<file path="config.mk">
export PLATFORM = sky130hd
export DESIGN_NAME = pll_drp_reconfig_ctrl
export DESIGN_NICKNAME = d
export VERILOG_FILES = /design/src/rtl/pll_drp_reconfig_ctrl.sv
export SDC_FILE = /design/constraint.sdc
export NUM_CORES = 1
export LEC_CHECK = 0
export CORE_ASPECT_RATIO = 0.75
export CORE_MARGIN = 1.5
export CORE_UTILIZATION = 55
export CTS_CLUSTER_DIAMETER = 40
export DETAILED_ROUTE_END_ITERATION = 8
export PLACE_DENSITY = 0.87
export SLEW_MARGIN = 20
export SYNTH_ARGS = -nofsm -noshare
export SYNTH_HDL_FRONTEND = slang
export SYNTH_SLANG_ARGS = --single-unit
</file>
<file path="constraint.sdc">
create_clock -name clk_i -period 6.36 [get_ports clk_i]
set_input_delay 1.272 -clock clk_i [delete_from_list [all_inputs] [get_ports clk_i]]
set_output_delay 1.272 -clock clk_i [all_outputs]
set_load 0.01 [all_outputs]
</file>
<file path="src/rtl/pll_drp_reconfig_ctrl.sv">
// PLLE2 run-time reconfiguration sequencer: RMW of the three ClkReg1 DRP registers, then reset/lock with retry.
// Optional lock-loss recovery in IDLE is built when PLL_LOCK_MONITOR_EN is defined.
module pll_drp_reconfig_ctrl #(
  parameter int LOCK_TIMEOUT = 65535,
  parameter int MAX_RETRY    = 3,
  parameter int RST_HOLD     = 16
) (
  input  logic        clk_i,
  input  logic        rst_i,
  input  logic        cfg_valid_i,
  output logic        cfg_ready_o,
  input  logic [6:0]  cfg_mult_i,
  input  logic [6:0]  cfg_div0_i,
  input  logic [6:0]  cfg_div1_i,
  output logic        busy_o,
  output logic        done_o,
  output logic        err_o,
  output logic        pll_rst_o,
  output logic [6:0]  daddr_o,
  output logic [15:0] di_o,
  input  logic [15:0] do_i,
  output logic        den_o,
  output logic        dwe_o,
  input  logic        drdy_i,
  input  logic        locked_i
);

  localparam int CNT_MAX = (LOCK_TIMEOUT > RST_HOLD) ? LOCK_TIMEOUT : RST_HOLD;
  localparam int CNT_W   = $clog2(CNT_MAX + 1);
  localparam int RTY_W   = $clog2(MAX_RETRY + 2);

  typedef enum logic [3:0] {
    S_IDLE, S_CHECK, S_ASSERT_RST, S_RD, S_RD_WAIT, S_WR, S_WR_WAIT,
    S_HOLD, S_RELEASE, S_WAIT_LOCK, S_DONE, S_ERR
  } state_t;

  state_t             state_q;
  logic [6:0]         mult_q, div0_q, div1_q;
  logic [1:0]         idx_q;
  logic [CNT_W-1:0]   cnt_q;
  logic [RTY_W-1:0]   retry_q;
  logic               lock_meta_q, lock_s_q;
  logic               cfg_ready_q, busy_q, done_q, err_q, pll_rst_q, den_q, dwe_q;
  logic [6:0]         daddr_q;
  logic [15:0]        di_q;
`ifdef PLL_LOCK_MONITOR_EN
  logic               lock_good_q;
  logic [1:0]         loss_cnt_q;
`endif

  logic [6:0] n_sel;
  logic [5:0] hi_cnt, lo_cnt;
  logic       cfg_bad;

  function automatic logic [6:0] addr_of(input logic [1:0] idx);
    case (idx)
      2'd0:    addr_of = 7'h08;
      2'd1:    addr_of = 7'h0A;
      default: addr_of = 7'h14;
    endcase
  endfunction

  function automatic logic out_of_range(input logic [6:0] v);
    out_of_range = (v < 7'd2) || (v > 7'd64);
  endfunction

  always_comb begin
    case (idx_q)
      2'd0:    n_sel = div0_q;
      2'd1:    n_sel = div1_q;
      default: n_sel = mult_q;
    endcase
  end

  // low = N - high never exceeds 32, so modulo-64 subtraction is exact (N=64 -> 32/32)
  assign hi_cnt  = n_sel[6:1];
  assign lo_cnt  = n_sel[5:0] - hi_cnt;
  assign cfg_bad = out_of_range(mult_q) || out_of_range(div0_q) || out_of_range(div1_q);

  always_ff @(posedge clk_i or posedge rst_i) begin
    if (rst_i) begin
      state_q     <= S_IDLE;
      mult_q      <= '0;
      div0_q      <= '0;
      div1_q      <= '0;
      idx_q       <= '0;
      cnt_q       <= '0;
      retry_q     <= '0;
      lock_meta_q <= 1'b0;
      lock_s_q    <= 1'b0;
      cfg_ready_q <= 1'b1;
      busy_q      <= 1'b0;
      done_q      <= 1'b0;
      err_q       <= 1'b0;
      pll_rst_q   <= 1'b1;
      den_q       <= 1'b0;
      dwe_q       <= 1'b0;
      daddr_q     <= '0;
      di_q        <= '0;
`ifdef PLL_LOCK_MONITOR_EN
      lock_good_q <= 1'b0;
      loss_cnt_q  <= '0;
`endif
    end else begin
      lock_meta_q <= locked_i;
      lock_s_q    <= lock_meta_q;
      den_q       <= 1'b0;
      dwe_q       <= 1'b0;
      done_q      <= 1'b0;
      case (state_q)
        S_IDLE: begin
          if (cfg_valid_i) begin
            mult_q      <= cfg_mult_i;
            div0_q      <= cfg_div0_i;
            div1_q      <= cfg_div1_i;
            cfg_ready_q <= 1'b0;
            busy_q      <= 1'b1;
            err_q       <= 1'b0;
            retry_q     <= '0;
            state_q     <= S_CHECK;
`ifdef PLL_LOCK_MONITOR_EN
            lock_good_q <= 1'b0;
            loss_cnt_q  <= '0;
          end else if (lock_good_q && !lock_s_q) begin
            // fourth consecutive unlocked cycle: re-run the reset/lock tail only
            if (loss_cnt_q == 2'd3) begin
              loss_cnt_q  <= '0;
              lock_good_q <= 1'b0;
              cfg_ready_q <= 1'b0;
              busy_q      <= 1'b1;
              pll_rst_q   <= 1'b1;
              retry_q     <= '0;
              cnt_q       <= CNT_W'(RST_HOLD - 1);
              state_q     <= S_HOLD;
            end else begin
              loss_cnt_q <= loss_cnt_q + 2'd1;
            end
          end else begin
            loss_cnt_q <= '0;
`endif
          end
        end
        S_CHECK: begin
          if (cfg_bad) begin
            err_q   <= 1'b1;
            busy_q  <= 1'b0;
            state_q <= S_ERR;
          end else begin
            pll_rst_q <= 1'b1;
            idx_q     <= '0;
            state_q   <= S_ASSERT_RST;
          end
        end
        S_ASSERT_RST: begin
          den_q   <= 1'b1;
          daddr_q <= addr_of(2'd0);
          state_q <= S_RD;
        end
        S_RD: state_q <= S_RD_WAIT;
        S_RD_WAIT: begin
          if (drdy_i) begin
            di_q    <= (do_i & 16'hF000) | {4'h0, hi_cnt, lo_cnt};
            den_q   <= 1'b1;
            dwe_q   <= 1'b1;
            state_q <= S_WR;
          end
        end
        S_WR: state_q <= S_WR_WAIT;
        S_WR_WAIT: begin
          if (drdy_i) begin
            if (idx_q == 2'd2) begin
              cnt_q   <= CNT_W'(RST_HOLD - 1);
              state_q <= S_HOLD;
            end else begin
              idx_q   <= idx_q + 2'd1;
              den_q   <= 1'b1;
              daddr_q <= addr_of(idx_q + 2'd1);
              state_q <= S_RD;
            end
          end
        end
        S_HOLD: begin
          if (cnt_q == '0) begin
            pll_rst_q <= 1'b0;
            state_q   <= S_RELEASE;
          end else begin
            cnt_q <= cnt_q - 1'b1;
          end
        end
        S_RELEASE: begin
          cnt_q   <= CNT_W'(LOCK_TIMEOUT - 1);
          state_q <= S_WAIT_LOCK;
        end
        S_WAIT_LOCK: begin
          if (lock_s_q) begin
            done_q  <= 1'b1;
            busy_q  <= 1'b0;
            state_q <= S_DONE;
`ifdef PLL_LOCK_MONITOR_EN
            lock_good_q <= 1'b1;
`endif
          end else if (cnt_q == '0) begin
            pll_rst_q <= 1'b1;
            if (retry_q < RTY_W'(MAX_RETRY)) begin
              retry_q <= retry_q + 1'b1;
              cnt_q   <= CNT_W'(RST_HOLD - 1);
              state_q <= S_HOLD;
            end else begin
              err_q   <= 1'b1;
              busy_q  <= 1'b0;
              state_q <= S_ERR;
            end
          end else begin
            cnt_q <= cnt_q - 1'b1;
          end
        end
        S_DONE: begin
          cfg_ready_q <= 1'b1;
          state_q     <= S_IDLE;
        end
        S_ERR: begin
          cfg_ready_q <= 1'b1;
          state_q     <= S_IDLE;
        end
        default: state_q <= S_IDLE;
      endcase
    end
  end

  assign cfg_ready_o = cfg_ready_q;
  assign busy_o      = busy_q;
  assign done_o      = done_q;
  assign err_o       = err_q;
  assign pll_rst_o   = pll_rst_q;
  assign den_o       = den_q;
  assign dwe_o       = dwe_q;
  assign daddr_o     = daddr_q;
  assign di_o        = di_q;

endmodule

</file>
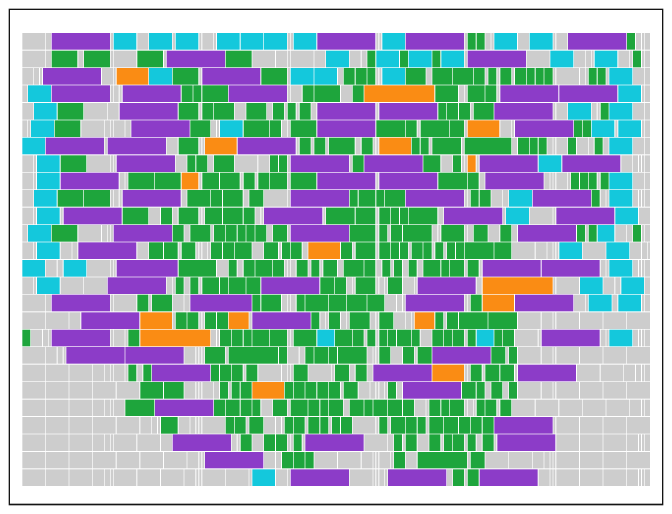
**Above:** cell classes on the final placement.
Fill, decap, tap and diode cells in grey.
legend:
  cyan:
    class: other buffers and delay cells
    cells: 59
    share_of_their_area: 12%
  purple:
    class: flops
    cells: 74
    share_of_their_area: 39%
  green:
    class: combinational and other logic
    cells: 332
    share_of_their_area: 43%
  orange:
    class: clock drivers and dummy loads
    cells: 16
    share_of_their_area: 5.1%
std cell rows: 26
design area: 4840 µm²
Final Core Density: 0.699

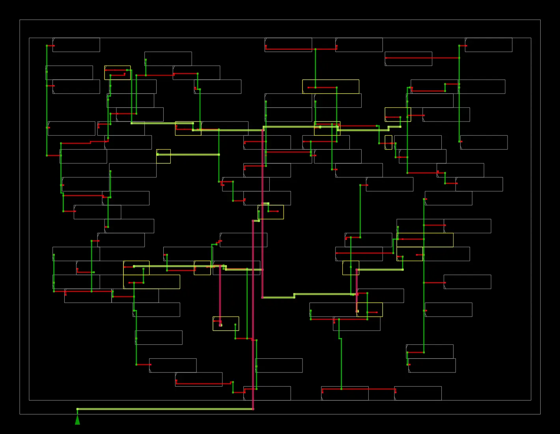
**Above:** clock nets.
Clock Skew: 0.0128 ns
P_clk: 448 µW
clock sink count: 74
num sequential: 74
# clk buffers: 10

==> results_slide.txt <==
Key Metrics from the Run

Pwr
  • Int Power: 1.54 mW
  • Power, Total: 2.63 mW
  • Reported net switching power: 1.09 mW
  • LEAKAGE: 2.11 nW
  • Clock Power Share: 0.171
  • Top pwr grp: combinational cells
  • Seq group: 859 µW

Cells and area
  • Dominant logic cell type in the layout: dfrtp_1
  • Layout Nets: 529
  • Synth-to-layout area growth: 20.6%
  • Fraction of layout cells with a size suffix above 1: 0.110
  • Most numerous logic cells after layout: dfrtp_1 (72), clkdlybuf4s50_1 (56), o21ai_0 (49)

Hold path
  • Hold crit path type: flop to flop
  • HP Start: lock_meta_q
  • Hold depth: 0

Clocking
  • PostCTS Resize Cnt: 0
  • Num CTS Buffers: 9
  • CTS root buf: clkbuf_8
  • Postcts setup bufs: 0
  • CTS tree: built

Worst setup path
  • Crit path arrival time: 3.32 ns
  • Critical Path End: di_o[5]
  • Critical path depth: 11
  • Reg2Reg Setup Slack: 3.24 ns
  • Reg2reg start: idx_q[1]
  • Reg2reg path depth: 11
  • Critical path cell sequence: inv_1 -> ha_1 -> nor2_1 -> a21oi_1 -> inv_1 -> ha_1 -> a21o_1 -> a311o_1 -> a21oi_1 -> xnor2_1 -> o21ai_0
  • Worst setup path class: flop to flop
  • FF-to-FF End: di_o[5]
  • Critical Path Source: idx_q[1]
  • Top delay family on crit path: AND-OR/OR-AND gates
  • CP max FO: 9

GRT
  • First-pass GRT wire length: 16300 µm
  • Congestion Overflow GR: 0

STA
  • Min setup slack post-route: 3.24 ns
  • Final hold viol count: 0
  • Setup tns final: 0 ns
  • Setup repair after global routing missed its margin: false
  • Max Slew Vio Count: 0
  • Final worst path period need: 3.12 ns
  • Fin crit share: 0.491

Synthesis
  • Asr flop ratio synth: 1.00
  • YS chip area: 4010 µm²
  • Cell count after synthesis: 429
  • Ys cells: 429
  • Max-area cell share: 0.449
  • Ys flop type: dfrtp_1
  • Top cells by count: dfrtp_1 (72), o21ai_0 (49), nand2_1 (46), a21oi_1 (35), nor2_1 (32)
  • Post-synth regs: 74
  • Yosys top cell by instances: dfrtp_1

Flow run
  • Tool warnings: 40
  • Max_cap viols: 0

Outcome
  • Outcome: completed

Route
  • Routed wire length: 9690 µm
  • Final ANT Viol Nets: 0
  • # DRC: 0

Placement
  • Gpl congestion: 0.904
  • DP HPWL: 6490 µm
  • Placed instance area: 4590 µm²

Floorplan
  • Horiz. Die Dim: 102 µm
  • Core area: 6930 µm²
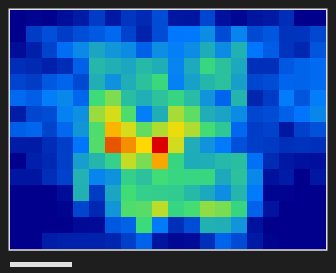
**Above:** wire density map.
The bar under the picture is 20 µm long. 20 x 15 tiles, from dark blue (low) to red (high), scaled to the fullest tile. Values are wire area over tile area, all layers added.
emptiest ninth of the die: south-west
nearly empty tiles: 13%
tiles over half the peak: 11%
densest ninth of the die: centre
fullest tile: 0.86
mean over tiles: 0.21
Total GRT Usage: 0.269
Wirelength per Cell: 16.7 µm
total number of vias: 3593

## final cells by class
class / count / share of cell area
clock inverter: 6 / 0.0238
clock buffer: 10 / 0.0264
multi-input combinational: 309 / 0.403
sequential: 74 / 0.383
timing repair buffer: 59 / 0.120
tap: 98 / 0.0253
inverter: 23 / 0.0178
## routing by layer
layer  share of wire  global-route usage  vias up
li1                -                   -     1623
met1            0.44               0.400     1724
met2            0.44               0.386      222
met3           0.094              0.0675       24
met4           0.016              0.0819        0
met5               0                   0        -
## cells by family (layout without fill, tap and decap cells)
kind of cell,Yosys count,count (layout),synth area share
mux,23,23,0.0642
flops,74,74,0.462
compound gates,134,134,0.202
other cells,1,3,0.000934
xor+xnor,5,5,0.0109
fa+ha+maj,11,11,0.0362
simple gates,133,133,0.171
buf+inv,48,98,0.0536
Power and IR drop assume default switching activity.
